==> src/rtl/miyajiro_uart_rx.sv <==
// miyajiro_uart_rx: UART receiver (8N1, LSB first) with a valid/ready byte output.
// Oversamples the 2-flop-synchronized serial line. It reports framing errors and
// overruns as single-cycle pulses.
// Define MIYAJIRO_UART_RX_PARITY_EN for 8E1 framing. That build adds a PARITY
// state and a parity_err pulse output.
module miyajiro_uart_rx #(
    parameter int unsigned CLKS_PER_BIT = 43,
    localparam int unsigned CNT_W = $clog2(CLKS_PER_BIT)
) (
    input  logic       clk,
    input  logic       reset,
    input  logic       rxd,
    output logic [7:0] rx_data,
    output logic       rx_valid,
    input  logic       rx_ready,
    output logic       frame_err,
`ifdef MIYAJIRO_UART_RX_PARITY_EN
    output logic       parity_err,
`endif
    output logic       overrun
);

    localparam logic [CNT_W-1:0] HALF_LOAD = CNT_W'(CLKS_PER_BIT / 2 - 1);
    localparam logic [CNT_W-1:0] FULL_LOAD = CNT_W'(CLKS_PER_BIT - 1);

`ifdef MIYAJIRO_UART_RX_PARITY_EN
    typedef enum logic [2:0] {IDLE, START, DATA, PARITY, STOP} state_t;
`else
    typedef enum logic [1:0] {IDLE, START, DATA, STOP} state_t;
`endif

    state_t           state;
    logic             rx_meta;
    logic             rxs;
    logic [CNT_W-1:0] timer;
    logic [2:0]       bit_idx;
    logic [7:0]       shift;
    logic             armed;
    logic             timer_done;
`ifdef MIYAJIRO_UART_RX_PARITY_EN
    logic             parity_bad;
`endif

    assign timer_done = (timer == '0);

    // Two-flop synchronizer for the asynchronous serial line (idle high).
    always_ff @(posedge clk or posedge reset) begin
        if (reset) begin
            rx_meta <= 1'b1;
            rxs     <= 1'b1;
        end else begin
            rx_meta <= rxd;
            rxs     <= rx_meta;
        end
    end

    // Receive FSM: start detection, bit sampling, stop check and output handshake.
    always_ff @(posedge clk or posedge reset) begin
        if (reset) begin
            state      <= IDLE;
            timer      <= '0;
            bit_idx    <= 3'd0;
            shift      <= 8'h00;
            armed      <= 1'b1;
            rx_data    <= 8'h00;
            rx_valid   <= 1'b0;
            frame_err  <= 1'b0;
            overrun    <= 1'b0;
`ifdef MIYAJIRO_UART_RX_PARITY_EN
            parity_bad <= 1'b0;
            parity_err <= 1'b0;
`endif
        end else begin
            frame_err <= 1'b0;
            overrun   <= 1'b0;
`ifdef MIYAJIRO_UART_RX_PARITY_EN
            parity_err <= 1'b0;
`endif
            if (rx_valid && rx_ready) begin
                rx_valid <= 1'b0;
            end

            case (state)
                IDLE: begin
                    // After a break, the line must return high before a new start edge counts.
                    if (!rxs && armed) begin
                        state <= START;
                        timer <= HALF_LOAD;
                    end else if (rxs) begin
                        armed <= 1'b1;
                    end
                end

                START: begin
                    if (!timer_done) begin
                        timer <= timer - CNT_W'(1);
                    end else if (!rxs) begin
                        state   <= DATA;
                        timer   <= FULL_LOAD;
                        bit_idx <= 3'd0;
                    end else begin
                        state <= IDLE;
                    end
                end

                DATA: begin
                    if (!timer_done) begin
                        timer <= timer - CNT_W'(1);
                    end else begin
                        shift[bit_idx] <= rxs;
                        timer          <= FULL_LOAD;
                        if (bit_idx == 3'd7) begin
`ifdef MIYAJIRO_UART_RX_PARITY_EN
                            state <= PARITY;
`else
                            state <= STOP;
`endif
                        end else begin
                            bit_idx <= bit_idx + 3'd1;
                        end
                    end
                end

`ifdef MIYAJIRO_UART_RX_PARITY_EN
                PARITY: begin
                    if (!timer_done) begin
                        timer <= timer - CNT_W'(1);
                    end else begin
                        parity_bad <= (^shift) ^ rxs;
                        parity_err <= (^shift) ^ rxs;
                        timer      <= FULL_LOAD;
                        state      <= STOP;
                    end
                end
`endif

                STOP: begin
                    if (!timer_done) begin
                        timer <= timer - CNT_W'(1);
                    end else begin
                        state   <= IDLE;
                        bit_idx <= 3'd0;
                        if (!rxs) begin
                            frame_err <= 1'b1;
                            armed     <= 1'b0;
`ifdef MIYAJIRO_UART_RX_PARITY_EN
                        end else if (parity_bad) begin
                            parity_bad <= 1'b0;
`endif
                        end else if (!rx_valid || rx_ready) begin
                            rx_data  <= shift;
                            rx_valid <= 1'b1;
                        end else begin
                            overrun <= 1'b1;
                        end
`ifdef MIYAJIRO_UART_RX_PARITY_EN
                        if (!rxs) begin
                            parity_bad <= 1'b0;
                        end
`endif
                    end
                end

                default: begin
                    state <= IDLE;
                end
            endcase
        end
    end

endmodule

==> config.mk <==
export PLATFORM = sky130hd
export DESIGN_NAME = miyajiro_uart_rx
export DESIGN_NICKNAME = d
export VERILOG_FILES = /design/src/rtl/miyajiro_uart_rx.sv
export SDC_FILE = /design/constraint.sdc
export NUM_CORES = 1
export LEC_CHECK = 0
export ABC_AREA = 0
export CORE_ASPECT_RATIO = 1.25
export CORE_MARGIN = 1.5
export CORE_UTILIZATION = 40
export DETAILED_ROUTE_END_ITERATION = 7
export GPL_ROUTABILITY_DRIVEN = 1
export PLACE_DENSITY = 0.71
export SLEW_MARGIN = 20
export SYNTH_ARGS = -nofsm -noshare
export SYNTH_HDL_FRONTEND = slang
export SYNTH_SLANG_ARGS = --single-unit
==> constraint.sdc <==
create_clock -name clk -period 2.1 [get_ports clk]
set_input_delay 0.525 -clock clk [delete_from_list [all_inputs] [get_ports clk]]
set_output_delay 0.525 -clock clk [all_outputs]
set_load 0.02 [all_outputs]
### Routing congestion map

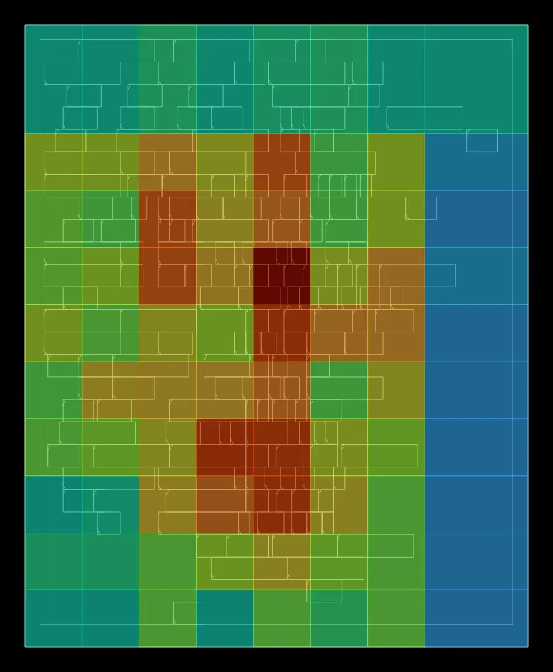
met3 Track Usage GR: 4.47%
aggregate global-route resource usage: 17.3%
Most Used Layer, Global Route: met2

### Logic cells by family

Drawn at 4 px/um.
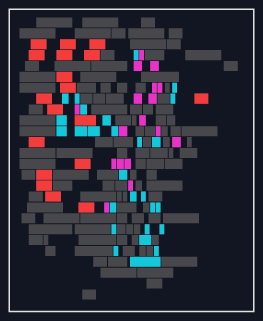
| color | family | cells | most used |
|---|---|---|---|
| magenta | NAND gates | 17 | nand2_1 |
| cyan | NOR gates | 27 | nor2_1 |
| red | multiplexers | 18 | mux2_2 |

### Register map, names as in the netlist

Drawn at 4 px/um. Other sequential cells in the stronger gray, the rest of the logic in the fainter gray.
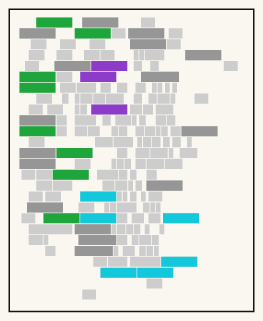
| color | netlist name | flops |
|---|---|---|
| green | shift | 8 |
| purple | bit_idx | 3 |
| cyan | timer | 6 |

==> summary.txt <==
From the run reports.

- The area fraction in xor and xnor cells reads 0%.
- The via count of the first global-routing pass reads ~1.3k.
- Setup repair after global routing left no endpoint under its margin.
- The final count of negative-setup-slack endpoints reads 0.
- The family of cells with the greatest summed delay on the critical path is simple AND/OR/NAND/NOR gates.
- The cell area after technology mapping is about 0.0017 mm^2.
- The number of inserted diodes reads 0.
- The complex-gate fraction of the synthesized area reads ~12%.
- The number of buffer and inverter stages on the critical path reads 0.
- After clock tree synthesis, the flow added hold-fix buffers numbering 0.
- The arithmetic-cell share of the synthesized area counting full adders, half adders and majority gates reads between 6 and 7%.
- The power per cell area is ~1200 mW/mm^2.
- The worst pin sits at a relative slew slack of around 73%.
- The post-route cell area reads 0.00202 mm^2.
- Per the post-synthesis report, the nets total approximately 160.
- Averaged over all synthesized cells, the footprint is between 10 and 15 um^2.
- The share of post-route cells with drive strength above 1 is about 22%.
- In the log, the iteration count for the first detailed-route pass is 4.
- The wire length per cell after detailed routing reads 15.0 um.
- The most frequent cell after synthesis is dfrtp_1.
- The largest total area in the synthesized netlist belongs to dfrtp_1.
- The stage logs contain a warning count of 30.
- The upper clock frequency limit is 489 MHz.
- Summed over all layers, the global routing overflow is 0.
- The total wire length reads 3420 um.
- The maximum VDD drop reads between 0.7 and 0.8 mV.
- The number of register bits inferred by synthesis is 33.
- The mux contribution to synthesized area reads approximately an eighth.
- The cell count in the Yosys report is 149.
- The portion of the post-synthesis area used by sequential elements reads 49.7%.
- Per the CTS log, the maximum H-tree level is 2.
- The root buffer cell is clkbuf_8.
- Warnings reported by Yosys during synthesis add up to 0.
- The main area contributors are dfrtp_1 (45%), mux2_2 (11%), ha_1 (6.0%).
- At the worst endpoint, the required time is 2280 ps.
- The post-synth count of flops with an enable pin is 0.
- The critical path class is register to register.
- The synthesized-area fraction occupied by and/or/nand/nor cells is between 15 and 20%.
- After detailed placement, the design holds a cell count of ~220.
- The number of buffers on the longest clock path is 2.
- The post-route antenna net violation count is 0.
- The run finished with clean final reports.
- Looking at the max-slew report, the worst-margin pin has a slew of between 300 and 400 ps.
- The yosys stat chip area is 0.00167 mm^2.
- The critical path endpoint category reads a register.
- The final hold violation count reads 0.
- The arrival time reported for the critical path endpoint is ~2200 ps.
- The standby leakage power is roughly 0.94 nW.
- The total half-perimeter wirelength after legalization and detailed placement is about 2400 um.
- The max-capacitance violation count is 0.
- The count of mapped cells out of synthesis is around 150.
- In the Yosys stats the netlist draws on 42 distinct library cells.
- The master of the slowest instance on the critical path is or4_4.
- The CTS buffer count reads 5.
- The insertion delay at the late pin of the worst-skew pair is 290 ps.
- The signal on the critical path passes through or4_4 -> o31a_1 -> or3_4 -> mux2_4.
- The chip occupies 0.00457 mm^2.
- The global-route wire length before repair reads about 5800 um.
- The prevailing post-synth register cell is dfrtp_1.
- The first-iteration detailed-routing DRC count reads around 52.
- The floorplan core density is 41.3%.
- The area after detailed placement reads 0.00190 mm^2.
- The clock-pin slew of the registers on the worst-case setup and hold paths reads 70 ps.
- The clock skew after layout reads ~7 ps.
- The share of synthesized registers carrying an async set or reset is 100%.
- The shortest period the worst path allows is around 2000 ps.
- The longest incremental delay of any stage on the critical path is reported as approximately 590 ps.
- The weighted congestion reported at the end of routability-driven placement is just over 0.9.
- The number of top-level design ports is 15.
### I/O pins on the die edge

Drawn at 6 px/um. Pins as bars across the die edge, other pins in gray.
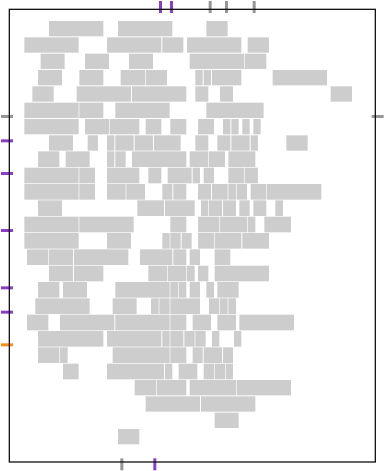
| color | port | pins | direction | edge |
|---|---|---|---|---|
| orange | reset | 1 | input | left |
| purple | rx_data | 8 | output | 5 left, 2 top, 1 bottom |
all pins by edge: 7 left, 5 top, 2 bottom, 1 right
horizontal die size: 60.8 um
Die Y-Extent: 75.2 um
count of input and output buffers: 14

### A small window of the routed layout

Region (18, 10) to (43, 35) um. Cells in gray, sequential cells in the stronger gray; small squares are vias.
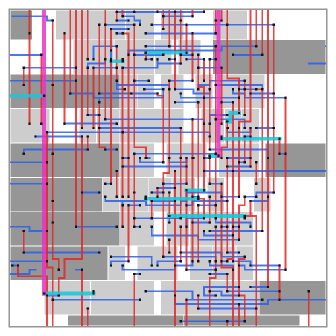
| color | layer |
|---|---|
| blue | metal 1 |
| magenta | metal 4 |
| cyan | metal 3 |
| red | metal 2 |
cells with their middle in the window: 49
most frequent: nor2_1 (8), dfrtp_1 (6), o21ai_0 (5)
sequential cells in the window: 8
netlist names of flops here include: timer (4)

[sequential cells by signal (all words and copies together) (netlist names), named ones only]
register,flops
armed,1
bit_idx,3
frame_err,1
overrun,1
rx_data,8
rx_meta,1
rx_valid,1
rxs,1
shift,8
state,1
timer,6
[worst reg2reg max path, stage by stage (launching register included)]
cell and delay [ps]:
dfrtp_1 440, or4_4 590, o31a_1 260, or3_4 380, mux2_4 260
[path summary, 6_finish.rpt]
path	end	startpoint	cells after the start	slack [ps]
hold reg to reg	rxs	rx_meta	0	360
setup / recovery	bit_idx[0]	timer[4]	4	60
max in group asynchronous	armed	reset	3	1150
hold / removal	rxs	rx_meta	0	360
min in group asynchronous	timer[3]	reset	3	610
setup reg to reg	bit_idx[0]	timer[4]	4	60
[repair_timing]
item | CTS | global route
hold endpoints to repair | 0 | 0
resized | 0 | 1
endpoints found under the setup margin | 0 | 5
buffers inserted | 0 | 0
[power by group]
| part | switching (W) | total (W) | internal, W | leakage [nW] |
|---|---|---|---|---|
| Sequential | 0.000117 | 0.000852 | 0.000735 | 0.439 |
| Combinational | 0.000562 | 0.000985 | 0.000423 | 0.448 |
| Clock | 0.000239 | 0.000624 | 0.000386 | 0.0574 |
[metrics by stage]
stage	hold WS, ps	worst slack (ps)	total power (W)	utilization, %
floorplan	345	169	0.00157	-
global placement	349	109	0.00177	47.1
detailed placement	347	65.3	0.00181	47.1
CTS	362	25.9	0.00245	50.1
global route	364	0.647	0.00261	50.2
finish	361	56.3	0.00246	50.2
[cells in the final DEF (no fill, tap or decap), drive strengths merged, types with 2 or more instances in the layout]
| cell type | count |
|---|---|
| dfrtp | 30 |
| mux2 | 17 |
| clkdlybuf4s50 | 14 |
| nor2 | 13 |
| nand2 | 8 |
| ha | 8 |
| inv | 7 |
| o21ai | 6 |
| clkbuf | 6 |
| buf | 6 |
| nor3 | 5 |
| a21oi | 5 |
| nand2b | 4 |
| nor4 | 4 |
| nand3 | 3 |
| nor4b | 3 |
| dfstp | 3 |
| nand4 | 2 |
| nor3b | 2 |
| a21o | 2 |
| a22o | 2 |
| or3 | 2 |
[logic make-up (layout without fill, tap and decap cells)]
family | Yosys count | after routing
AOI/OAI and AO/OA | 29 | 29
adders and majority gates | 8 | 8
buffers and inverters | 12 | 35
DFF | 33 | 33
muxes | 18 | 18
and+or+nand+nor | 49 | 49
[cell type report]
cell class,count,area (um^2)
Clock buffer,6,82.6
Clock inverter,2,37.5
Fill cell,379,2010
Inverter,7,26.3
Multi-Input combinational cell,104,792
Sequential cell,33,830
Tap cell,56,70.1
Timing Repair Buffer,20,185
[routing by layer]
metal,GRT usage [%],up-vias,wire length [um]
li1,-,589,-
met1,19.6,623,1440
met2,29.5,34,1770
met3,4.47,9,124
met4,9.18,0,88
met5,0,-,0
Power figures rest on the tool's default switching activity, not on a simulated workload.
